==> run_1/hierarchy.png <==
Other sequential cells in the stronger gray, the rest of the logic in the fainter gray.
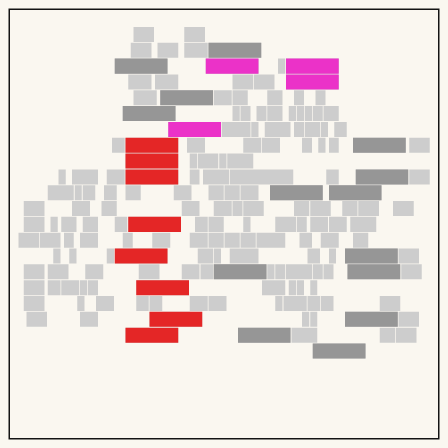
==> run_1/metal_stack.png <==
Bar = 20 um. Only two layers are drawn.
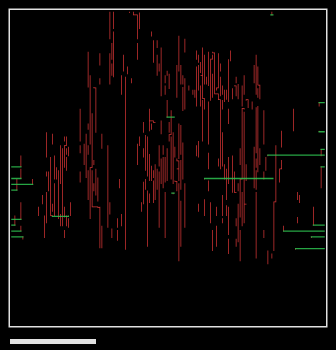
==> run_1/final_congestion.png <==
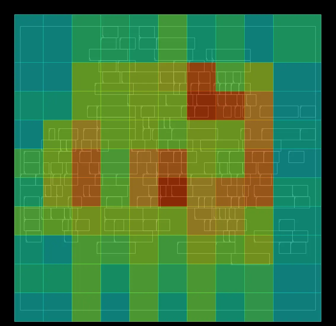
==> run_1/density.png <==
7 x 7 tiles, from black (low) to pale yellow (high), 0 to 100% covered.
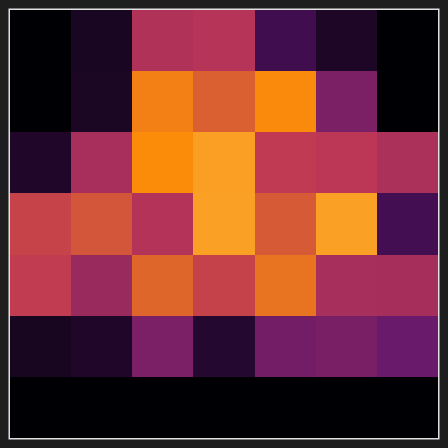
[src/rtl/sd_fsm_pkg.sv]
`default_nettype none
// ---------------------------------------------------------------------------
// sd_fsm_pkg : shared state encodings and pattern constants for sd_1011 blocks
// Revision   : 1.0
// ---------------------------------------------------------------------------
package sd_fsm_pkg;

   typedef enum logic [1:0] {
      GEN_IDLE = 2'b00,
      GEN_SEND = 2'b01,
      GEN_GAP  = 2'b10
   } gen_state_t;

   localparam logic [3:0] SD_PAT_1011 = 4'b1011;
   localparam int         SD_OVL_1011 = 1;

endpackage
`default_nettype wire

[src/rtl/sd_gen_cnt.sv]
`default_nettype none
// ---------------------------------------------------------------------------
// sd_gen_cnt : loadable down-counter that holds at zero, with a zero flag
// Revision   : 1.0
// ---------------------------------------------------------------------------
module sd_gen_cnt #(
   parameter int W = 8
) (
   input  logic         clk,
   input  logic         rst,
   input  logic         i_load,
   input  logic [W-1:0] i_load_val,
   input  logic         i_dec,
   output logic         o_zero
);

   logic [W-1:0] r_count;

   always_ff @(posedge clk or negedge rst) begin
      if (!rst) begin
         r_count <= '0;
      end else if (i_load) begin
         r_count <= i_load_val;
      end else if (i_dec && (r_count != '0)) begin
         r_count <= r_count - W'(1);
      end
   end

   assign o_zero = (r_count == '0);

endmodule
`default_nettype wire

[src/rtl/sd_1011_gen.sv]
`default_nettype none
// ---------------------------------------------------------------------------
// sd_1011_gen : serial pattern transmitter with repeat, gap and overlap framing
// Revision    : 1.0
// ---------------------------------------------------------------------------
module sd_1011_gen
   import sd_fsm_pkg::*;
#(
   parameter int               PAT_W   = 4,
   parameter logic [PAT_W-1:0] PATTERN = SD_PAT_1011,
   parameter int               OVL_LEN = SD_OVL_1011,
   parameter int               GAP_W   = 4,
   parameter int               CNT_W   = 8
) (
   input  logic             clk,
   input  logic             rst,
   input  logic             start,
   input  logic             abort,
   input  logic [CNT_W-1:0] repeat_cnt,
   input  logic [GAP_W-1:0] gap,
   input  logic             overlap,
   output logic             signal,
   output logic             sig_valid,
   output logic             frame_start,
   output logic             busy,
   output logic             done
);

   localparam int               IDX_W       = $clog2(PAT_W);
   localparam logic [IDX_W-1:0] c_idx_first = IDX_W'(PAT_W - 1);
   localparam logic [IDX_W-1:0] c_idx_ovl   = IDX_W'(PAT_W - 1 - OVL_LEN);

   gen_state_t       r_state;
   logic [IDX_W-1:0] r_bit_idx;
   logic [GAP_W-1:0] r_gap;
   logic             r_ovl;

   logic             w_frame_end;
   logic             w_fl_load;
   logic             w_fl_zero;
   logic             w_gp_load;
   logic             w_gp_dec;
   logic             w_gp_zero;
   logic [CNT_W-1:0] w_cnt_m1;
   logic [GAP_W-1:0] w_gap_m1;
   logic [IDX_W-1:0] w_idx_dec;
   logic [IDX_W-1:0] w_idx_next;

   // Frame counter holds the frames still to follow the current one.
   assign w_cnt_m1    = (repeat_cnt == '0) ? '0 : repeat_cnt - CNT_W'(1);
   assign w_gap_m1    = r_gap - GAP_W'(1);
   assign w_idx_dec   = r_bit_idx - IDX_W'(1);
   assign w_idx_next  = r_ovl ? c_idx_ovl : c_idx_first;
   assign w_frame_end = (r_state == GEN_SEND) && !abort && (r_bit_idx == '0);
   assign w_fl_load   = (r_state == GEN_IDLE) && start;
   assign w_gp_load   = w_frame_end && !w_fl_zero && (r_gap != '0);
   assign w_gp_dec    = (r_state == GEN_GAP) && !abort;

   sd_gen_cnt #(.W(CNT_W)) u_frames_cnt (
      .clk        (clk),
      .rst        (rst),
      .i_load     (w_fl_load),
      .i_load_val (w_cnt_m1),
      .i_dec      (w_frame_end),
      .o_zero     (w_fl_zero)
   );

   sd_gen_cnt #(.W(GAP_W)) u_gap_cnt (
      .clk        (clk),
      .rst        (rst),
      .i_load     (w_gp_load),
      .i_load_val (w_gap_m1),
      .i_dec      (w_gp_dec),
      .o_zero     (w_gp_zero)
   );

   always_ff @(posedge clk or negedge rst) begin
      if (!rst) begin
         r_state     <= GEN_IDLE;
         r_bit_idx   <= '0;
         r_gap       <= '0;
         r_ovl       <= 1'b0;
         signal      <= 1'b0;
         sig_valid   <= 1'b0;
         frame_start <= 1'b0;
         busy        <= 1'b0;
         done        <= 1'b0;
      end else begin
         signal      <= 1'b0;
         sig_valid   <= 1'b0;
         frame_start <= 1'b0;
         busy        <= 1'b0;
         done        <= 1'b0;
         case (r_state)
            GEN_IDLE: begin
               if (start) begin
                  r_gap       <= gap;
                  r_ovl       <= overlap;
                  r_state     <= GEN_SEND;
                  r_bit_idx   <= c_idx_first;
                  signal      <= PATTERN[c_idx_first];
                  sig_valid   <= 1'b1;
                  frame_start <= 1'b1;
                  busy        <= 1'b1;
               end
            end
            GEN_SEND: begin
               if (abort) begin
                  r_state <= GEN_IDLE;
               end else if (r_bit_idx != '0) begin
                  r_bit_idx <= w_idx_dec;
                  signal    <= PATTERN[w_idx_dec];
                  sig_valid <= 1'b1;
                  busy      <= 1'b1;
               end else if (w_fl_zero) begin
                  r_state <= GEN_IDLE;
                  done    <= 1'b1;
               end else if (r_gap != '0) begin
                  r_state <= GEN_GAP;
                  busy    <= 1'b1;
               end else begin
                  r_bit_idx   <= w_idx_next;
                  signal      <= PATTERN[w_idx_next];
                  sig_valid   <= 1'b1;
                  frame_start <= 1'b1;
                  busy        <= 1'b1;
               end
            end
            GEN_GAP: begin
               if (abort) begin
                  r_state <= GEN_IDLE;
               end else if (w_gp_zero) begin
                  r_state     <= GEN_SEND;
                  r_bit_idx   <= c_idx_first;
                  signal      <= PATTERN[c_idx_first];
                  sig_valid   <= 1'b1;
                  frame_start <= 1'b1;
                  busy        <= 1'b1;
               end else begin
                  busy <= 1'b1;
               end
            end
            default: r_state <= GEN_IDLE;
         endcase
      end
   end

endmodule
`default_nettype wire

[config.mk]
export PLATFORM = sky130hd
export DESIGN_NAME = sd_1011_gen
export DESIGN_NICKNAME = d
export VERILOG_FILES = /design/src/rtl/sd_fsm_pkg.sv /design/src/rtl/sd_gen_cnt.sv /design/src/rtl/sd_1011_gen.sv
export SDC_FILE = /design/constraint.sdc
export NUM_CORES = 1
export LEC_CHECK = 0
export CAP_MARGIN = 20
export CORE_UTILIZATION = 30
export DETAILED_ROUTE_END_ITERATION = 7
export MAX_ROUTING_LAYER = met4
export PLACE_DENSITY_LB_ADDON = 0.3
export REMOVE_ABC_BUFFERS = 1
export SLEW_MARGIN = 20
export SYNTH_ARGS = -nofsm -noshare
export SYNTH_HDL_FRONTEND = slang
export SYNTH_SLANG_ARGS = --single-unit
[constraint.sdc]
create_clock -name clk -period 3.4 [get_ports clk]
set_clock_uncertainty 0.1 [all_clocks]
set_input_delay 0.34 -clock clk [delete_from_list [all_inputs] [get_ports clk]]
set_output_delay 0.34 -clock clk [all_outputs]
set_load 0.02 [all_outputs]
==> qor.txt, run 1 <==
Result of the run: complete, no violations
Part of the Yosys area used for sequential elements: 42.3%
Chip Area, Yosys: 1540 um^2
Relative contribution of sequential cells to total power: 43.8%
Worst-Skew Late Latency: 270 ps
Maximum root-to-sink buffer count: 2
Worst-case headroom to the max-slew limit: 56.4%
Initial antenna violation count: 0
Crit share post-route: 79.4%
Boundary Pins: 22
Tool warnings: 28
TritonCTS clock tree: built
Overflow after GRT: 0
Flip-flop and latch area: 651 um^2
Fmax: 370 MHz
Final worst hold slack: 326 ps
Antenna diodes: 0
Initial DRC count: 71
Static leakage power: 0.774 nW
Final nets: 201
Number of placed instances with taps included: 239
Cts hold-fix bufs: 0
Vertical die size: 73.6 um
Clock period minus worst slack: 2700 ps
RSZ-0062 raised after global routing: no
Cell total in the yosys stat output: 155
Most frequently placed logic cell in the final layout: sky130_fd_sc_hd__dfrtp_1
Final-report max-slew violation count: 0
Relative contribution of the clock network to total power: 23.0%
Max FO, Critical Path: 9
Most frequently placed logic cells in the final layout: sky130_fd_sc_hd__dfrtp_1, sky130_fd_sc_hd__clkdlybuf4s50_1, sky130_fd_sc_hd__nand2_1, sky130_fd_sc_hd__inv_1, sky130_fd_sc_hd__a21oi_1
Count of input and output buffers: 21
DRC errors left: 0
Synthesized instance count: 155
Final HPWL from detailed placement: 2.23 mm
Arrival time at the worst endpoint: 2810 ps
Total clock buffers created by CTS: 3
Portion of synthesized cell area occupied by the leading cell type: 42.3%
Drt first pass iters: 4
Post-Route Setup TNS: 0 ps
Startpoint-to-endpoint class of the critical path: flip-flop to flip-flop
Element type at the critical path end: flip-flop
Top cells by area: sky130_fd_sc_hd__dfrtp_1, sky130_fd_sc_hd__ha_1, sky130_fd_sc_hd__mux2_2
Post-DRT Antenna Nets: 0
Flip-flops with a built-in enable: 0
Layout cells sized above 1: 10.8%
Wire length of the first global-routing pass: 5.29 mm
Placer congestion estimate: 0.776
Flops out of synthesis: 26
Commonest cells in the synthesized netlist: sky130_fd_sc_hd__dfrtp_1, sky130_fd_sc_hd__nand2_1, sky130_fd_sc_hd__inv_1
Main flop type after synthesis: sky130_fd_sc_hd__dfrtp_1
Ys async rst share: 100%
Non-filler instance count after layout: 243
Clock Root Buffer: sky130_fd_sc_hd__clkbuf_8
Global routing usage summed across all routing layers: 13.0%
Multi-input gate area in the final layout: 823 um^2
Number of setup violations in the final report: 0
Synthesized area per cell: 9.91 um^2
Area growth, synth to finish: 23.6%
Max capacitance violation total: 0
Placement Rows: 25
Peak supply drop: 221 uV
Biggest area consumer among synthesized cells: sky130_fd_sc_hd__dfrtp_1
Slew of the pin with the lowest slew margin: 648 ps
Mapped Area: 1540 um^2
Buffers inserted during post-CTS setup optimization: 0
Number of vias per cell: 4.95
CTS HTree Levels: 1
Worst Path Required: 3500 ps
Area of the die: 5410 um^2
Startpoint kind of the worst setup timing path: flip-flop
Sink Count: 26
Int Pwr: 745 uW
Pin count of the biggest net entering global routing: 27
P_sw: 370 uW
Post_cts resized: 0
About hierarchy.png:
color	scope	flops
magenta	u_gap_cnt	4
red	u_frames_cnt	8
not colored	14

About metal_stack.png:
color	layer	wire length
red	met2	1,290 um
green	met3	77.5 um
routed wire length per instance: 12.0 um
routed wire length: 2.92 mm
via count: 1,204

About final_congestion.png:
global-route met2 utilization: 20.1%
met1 routing resource usage after global routing: 17.2%

About density.png:
densest ninth of the die	center
mean over tiles	34%
emptiest ninth of the die	lower left
tiles over 75% full	6.1%
Init Core Util: 31.9%
fraction of the core area covered by cells at the end of the flow: 39.4%
total core area: 4820 um^2

## run 1: area by class of cell
cell class / instances / area share [%]
Clock buffer: 3 / 2.17
Clock inverter: 1 / 1.58
Inverter: 10 / 1.98
Multi-Input combinational cell: 112 / 43.3
Sequential cell: 26 / 34.3
Tap cell: 67 / 4.41
Timing Repair Buffer: 24 / 12.3
## run 1: metrics by stage
stage / cell area, um^2 / setup WS (ps)
after floorplan: 1510 / 583
after global placement: 1830 / 704
after detailed placement: 1830 / 656
after CTS: 1900 / 701
after global routing: 1900 / 401
final: 1900 / 700
## run 1: cell families (layout without fill, tap and decap cells)
family	after synthesis	count (layout)	share of synthesized area (%)
DFF	26	26	42.3
AOI/OAI and AO/OA	38	38	16.6
muxes	10	10	7.00
xor gates and xnor gates	11	11	6.27
buffers and inverters	17	38	4.40
adders and majority gates	7	7	5.70
and+or+nand+nor	46	46	17.7
## run 1: metal layers
layer  vias to the layer above  GRT usage (%)  share of wire, %
li1                        612              -                 -
met1                       565           17.2                51
met2                        23           20.1                44
met3                         4           1.78               2.6
met4                         0           5.34               1.9
met5                         -              -                 0
## run 1: registers in the layout (all words and copies together), names as in the netlist
register	cells
u_frames_cnt.r_count	8
r_gap	4
u_gap_cnt.r_count	4
r_bit_idx	2
r_state	2
busy	1
done	1
frame_start	1
r_ovl	1
sig_valid	1
signal	1
## run 1: worst max-delay path, cell delays in order (launching register included)
cell	delay (ps)
sky130_fd_sc_hd__dfrtp_1	400
sky130_fd_sc_hd__inv_1	80
sky130_fd_sc_hd__ha_1	260
sky130_fd_sc_hd__nor4bb_1	320
sky130_fd_sc_hd__buf_4	210
sky130_fd_sc_hd__o21a_1	300
sky130_fd_sc_hd__nand2_1	160
sky130_fd_sc_hd__a22oi_1	180
sky130_fd_sc_hd__ha_1	240
sky130_fd_sc_hd__o31ai_1	90
sky130_fd_sc_hd__nor3_1	130
sky130_fd_sc_hd__a21oi_1	60
sky130_fd_sc_hd__a21oi_1	130
## run 1: final timing paths
path | slack, ps | cells past startpoint | end | startpoint
worst max-delay path | 700 | 12 | u_gap_cnt.r_count[2] | r_bit_idx[0]
worst min-delay path | 330 | 2 | sig_valid | rst
worst max register to register | 700 | 12 | u_gap_cnt.r_count[2] | r_bit_idx[0]
worst min register to register | 420 | 1 | r_ovl | r_ovl
max in group asynchronous | 2630 | 2 | u_gap_cnt.r_count[2] | rst
min in group clk | 420 | 1 | r_ovl | r_ovl
## run 1: power groups by stage
stage / Sequential (mW) / Clock [mW] / Combinational (mW)
after global placement: 0.494 / 0 / 0.368
after global routing: 0.504 / 0.276 / 0.425
after floorplan: 0.487 / 0 / 0.248
final: 0.489 / 0.257 / 0.370
after CTS: 0.487 / 0.263 / 0.371
after detailed placement: 0.493 / 0 / 0.369
==> run_1/cell_classes.png <==
Bar = 20 um. Fill, decap, tap and diode cells in gray.
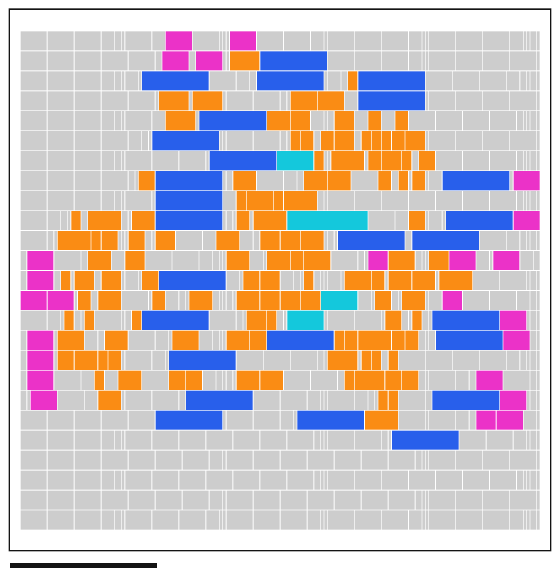

==> inputs of run 2 (changes only) <==
==> constraint.sdc (replaced) <==
create_clock -name clk -period 2.2 [get_ports clk]
set_clock_uncertainty 0.1 [all_clocks]
set_input_delay 0.22 -clock clk [delete_from_list [all_inputs] [get_ports clk]]
set_output_delay 0.22 -clock clk [all_outputs]
set_load 0.02 [all_outputs]
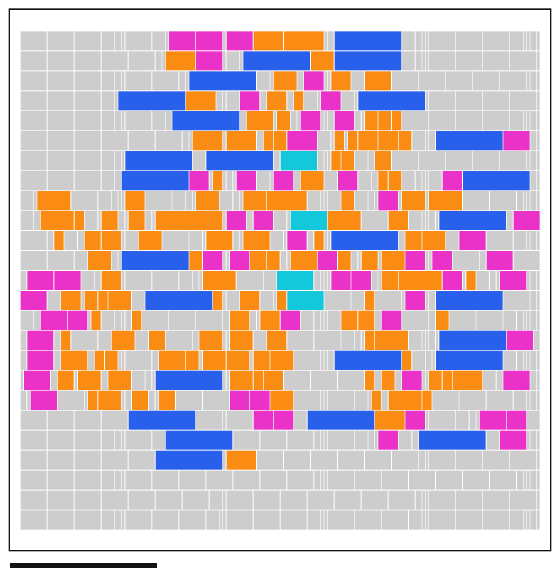
(run_2/cell_classes.png)
Bar = 20 um. Fill, decap, tap and diode cells in gray.
color	class	cells
magenta	other buffers and delay cells	56
orange	all other logic	122
blue	flip-flops	26
cyan	clock drivers and dummy loads	4
Placement Rows: 25
fraction of the core area covered by cells at the end of the flow: 45.0%
proportion of cell area occupied by registers: 30.0%
final design area excluding fillers: 2170 um^2

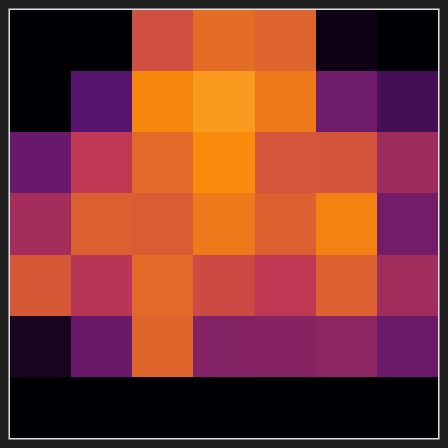
(run_2/density.png)
7 x 7 tiles, from black (low) to pale yellow (high), 0 to 100% covered.
nearly empty tiles	22%
mean over tiles	39%
tiles over 75% full	2.0%

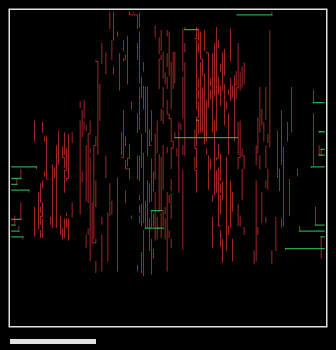
(run_2/metal_stack.png)
Bar = 20 um. Only two layers are drawn.
color	layer	wire length
red	met2	1,720 um
green	met3	78.0 um
routed wire length per instance: 12.7 um
via count: 1,340
routed wire length: 3.49 mm

==> run 2 against run 1 <==
- the flow now finishes with violations (setup timing)
- largest cell class unchanged
- critical endpoint unchanged
- first-iteration DRC count fell by 45%
- clock power rose by 21%
- critical path depth fell by 1
- sequential cell count did not move
==> qor.txt, run 2 <==
Most frequently placed logic cell in the final layout: sky130_fd_sc_hd__buf_4 (was sky130_fd_sc_hd__dfrtp_1)
Reg clk slew, reported paths: 90 ps (about the same)
Worst-path cell chain: inv_2 -> ha_4 -> or3b_4 -> o21a_4 -> buf_6 -> a22oi_2 -> ha_2 -> buf_4 -> nand2_1 -> a21oi_1 -> a21oi_1 (was inv_1 -> ha_1 -> nor4bb_1 -> buf_4 -> o21a_1 -> nand2_1 -> a22oi_1 -> ha_1 -> o31ai_1 -> nor3_1 -> a21oi_1 -> a21oi_1)
Flops out of synthesis: 26 (unchanged)
Failing checks: setup timing
Element type at the critical path end: flip-flop (unchanged)
Distinct lib cells used: 42 (unchanged)
Initial antenna violation count: 0 (unchanged)
Slew of the pin with the lowest slew margin: 399 ps (was 648 ps)
Area of the die: 5410 um^2 (unchanged)
Placer congestion estimate: 0.780 (was 0.776)
Number of global-route vias before repair: 1,358 (was 1,189)
Final worst hold slack: 204 ps (was 326 ps)
PnR worst setup slack: -136 ps (was 700 ps)
Max capacitance violation total: 0 (unchanged)
Mapped Area: 1540 um^2 (unchanged)
Init Core Util: 31.9% (unchanged)
Start of the worst register-to-register path: u_frames_cnt.r_count[0] (was r_bit_idx[0])
TritonCTS clock tree: built (unchanged)
Portion of synthesized cell area occupied by the leading cell type: 42.3% (unchanged)
Peak supply drop: 282 uV (was 221 uV)
Register-to-register setup slack: -140 ps (was 700 ps)
Depth of the critical timing path with buffers and inverters included: 11 (was 12)
Wire length of the first global-routing pass: 6.01 mm (was 5.29 mm)
Largest registers: u_frames_cnt.r_count x8, r_gap x4, u_gap_cnt.r_count x4 (unchanged)
Layout cells sized above 1: 28.4% (was 10.8%)
Worst Path Required: 2260 ps (was 3500 ps)
Static leakage power: 0.926 nW (was 0.774 nW)
Relative contribution of sequential cells to total power: 38.2% (was 43.8%)
Drt first pass iters: 4 (unchanged)
Vertical die size: 73.6 um (unchanged)
DRC errors left: 0 (unchanged)
Main flop type after synthesis: sky130_fd_sc_hd__dfrtp_1 (unchanged)
Startpoint-to-endpoint class of the critical path: flip-flop to flip-flop (unchanged)
Ys async rst share: 100% (unchanged)
Total clock buffers created by CTS: 3 (unchanged)
Top cells by area: sky130_fd_sc_hd__dfrtp_1, sky130_fd_sc_hd__ha_1, sky130_fd_sc_hd__mux2_2 (unchanged)
Fmax: 428 MHz (was 370 MHz)
Final HPWL from detailed placement: 2.59 mm (was 2.23 mm)
CTS HTree Levels: 1 (unchanged)
Startpoint kind of the worst setup timing path: flip-flop (unchanged)
Synthesized area per cell: 9.91 um^2 (unchanged)
Relative contribution of the clock network to total power: 16.5% (was 23.0%)
Tool warnings: 30 (was 28)
Number of vias per cell: 4.87 (was 4.95)
Crit share post-route: 106% (was 79.4%)
RSZ-0062 raised after global routing: yes (was no)
Clock Root Buffer: sky130_fd_sc_hd__clkbuf_8 (unchanged)
Delay of the slowest cell on the worst path: 390 ps (was 400 ps)
Result of the run: complete, but fails checks (was complete, no violations)
Initial DRC count: 39 (was 71)
Biggest area consumer among synthesized cells: sky130_fd_sc_hd__dfrtp_1 (unchanged)
Int Pwr: 1.24 mW (was 745 uW)
Delay-heaviest family, CP: AND-OR/OR-AND gates (unchanged)
Sink Count: 26 (unchanged)
Antenna diodes: 0 (unchanged)
Worst-Skew Late Latency: 270 ps (about the same)
Count of input and output buffers: 21 (unchanged)
Buffering stage count on the worst path with inverters included: 3 (was 2)
Synthesized instance count: 155 (unchanged)
Depth of the most critical reg-to-reg path: 11 (was 12)
Chip Area, Yosys: 1540 um^2 (unchanged)
Number of setup violations in the final report: 1 (was 0)
Worst setup startpoint: u_frames_cnt.r_count[0] (was r_bit_idx[0])
Max reg flops: 8 (unchanged)
Clock period minus worst slack: 2340 ps (was 2700 ps)
Overflow after GRT: 0 (unchanged)
Yosys Warn Count: 0 (unchanged)
Post-DRT Antenna Nets: 0 (unchanged)
Fill count: 494 (was 493)
Flip-flops with a built-in enable: 0 (unchanged)
Most frequent cell on the critical path: sky130_fd_sc_hd__a21oi_1
Part of the Yosys area used for sequential elements: 42.3% (unchanged)
Boundary Pins: 22 (unchanged)
Pin count of the biggest net entering global routing: 27 (unchanged)
Total core area: 4820 um^2 (unchanged)
Area of placed instances: 2060 um^2 (was 1830 um^2)
Share of total power in combinational logic: 45.3% (was 33.2%)
P_sw: 635 uW (was 370 uW)
Final-report max-slew violation count: 0 (unchanged)
Most frequently placed logic cells in the final layout: sky130_fd_sc_hd__buf_4, sky130_fd_sc_hd__dfrtp_1, sky130_fd_sc_hd__clkdlybuf4s50_1, sky130_fd_sc_hd__nand2_1, sky130_fd_sc_hd__a21oi_1 (was sky130_fd_sc_hd__dfrtp_1, sky130_fd_sc_hd__clkdlybuf4s50_1, sky130_fd_sc_hd__nand2_1, sky130_fd_sc_hd__inv_1, sky130_fd_sc_hd__a21oi_1)
Die width: 73.6 um (unchanged)
Slowest library cell on the worst path: sky130_fd_sc_hd__dfrtp_1 (unchanged)
Area growth, synth to finish: 41.0% (was 23.6%)
Final nets: 233 (was 201)
Pwr dens: 865 nW/um^2 (was 587 nW/um^2)
Synth top cell by count: sky130_fd_sc_hd__dfrtp_1 (unchanged)
Maximum root-to-sink buffer count: 2 (unchanged)
Global routing usage summed across all routing layers: 14.8% (was 13.0%)
Design Power: 1.88 mW (was 1.12 mW)
Commonest cells in the synthesized netlist: sky130_fd_sc_hd__dfrtp_1, sky130_fd_sc_hd__nand2_1, sky130_fd_sc_hd__inv_1 (unchanged)
Max FO, Critical Path: 4 (was 9)
Hold crit path type: primary input to asynchronous set/reset pin (unchanged)
Hold violation total from the final report: 0 (unchanged)
Arrival time at the worst endpoint: 2400 ps (was 2810 ps)
Most flop-heavy register: u_frames_cnt.r_count (unchanged)
Cell total in the yosys stat output: 155 (unchanged)
Worst-case headroom to the max-slew limit: 73.1% (was 56.4%)
Switching Fraction: 33.9% (was 33.2%)
==> run 2: cell counts after synthesis <==
Identical to the previous run, type by type.
==> run 2: worst reg2reg max path, cell delays in order, from the launching register on <==
cell                      delay, ps
sky130_fd_sc_hd__dfrtp_1        390
sky130_fd_sc_hd__inv_2           80
sky130_fd_sc_hd__ha_4           130
sky130_fd_sc_hd__or3b_4         380
sky130_fd_sc_hd__o21a_4         240
sky130_fd_sc_hd__buf_6          120
sky130_fd_sc_hd__a22oi_2        190
sky130_fd_sc_hd__ha_2           230
sky130_fd_sc_hd__buf_4          120
sky130_fd_sc_hd__nand2_1         50
sky130_fd_sc_hd__a21oi_1        160
sky130_fd_sc_hd__a21oi_1         50
==> run 2: logic make-up after synthesis <==
family | Yosys count | share of synthesized area, %
DFF | 26 | 42.3
xor gates and xnor gates | 11 | 6.27
muxes | 10 | 7.00
adders and majority gates | 7 | 5.70
AOI/OAI and AO/OA | 38 | 16.6
and+or+nand+nor | 46 | 17.7
buffers and inverters | 17 | 4.40
==> run 2: area by class of cell <==
class | instances | area [um^2] | share of cell area [%]
Sequential cell | 26 | 651 | 30.0
Tap cell | 67 | 83.8 | 3.87
Timing Repair Buffer | 56 | 477 | 22.0
Multi-Input combinational cell | 112 | 863 | 39.8
Clock buffer | 4 | 55.1 | 2.54
Inverter | 10 | 37.5 | 1.73
==> run 2: path summary, 6_finish.rpt <==
kind	endpoint
worst min register to register	r_ovl
max in group asynchronous	u_frames_cnt.r_count[3]
worst max-delay path	u_gap_cnt.r_count[2]
min in group clk	r_ovl
worst max register to register	u_gap_cnt.r_count[2]
worst min-delay path	sig_valid
==> run 2: stage by stage <==
stage | setup slack (ps) | util (%) | std cells | setup TNS, ps
after floorplan | -617 | - | 148 | -1320
after global placement | -164 | 42.8 | 270 | -213
after detailed placement | -221 | 42.8 | 270 | -245
after CTS | -56.8 | 45.0 | 275 | -56.8
after global routing | -222 | 45.0 | 275 | -222
final | -136 | 45.0 | 275 | -136
==> run 2: timing repair <==
| action | CTS | global route |
|---|---|---|
| hold buffers | 0 | 0 |
| setup endpoints to repair | 1 | 1 |
| pin swaps | 5 | 1 |
| setup buffers | 1 | 0 |
| gates resized | 11 | 0 |
==> run 2: power by group through the flow <==
stage | logic (mW) | clock network [mW] | registers (mW)
floorplan | 0.384 | 0 | 0.753
global placement | 0.792 | 0 | 0.717
detailed placement | 0.795 | 0 | 0.718
CTS | 0.839 | 0.317 | 0.715
global route | 0.943 | 0.329 | 0.737
finish | 0.849 | 0.310 | 0.717
==> run 2: layer usage <==
metal | track usage, % | up-vias | wire length, um
li1 | - | 677 | -
met1 | 18.1 | 634 | 1640
met2 | 25.5 | 25 | 1720
met3 | 2.06 | 4 | 77
met4 | 4.06 | 0 | 49
met5 | - | - | 0
Power is estimated from default activity; no workload was simulated.
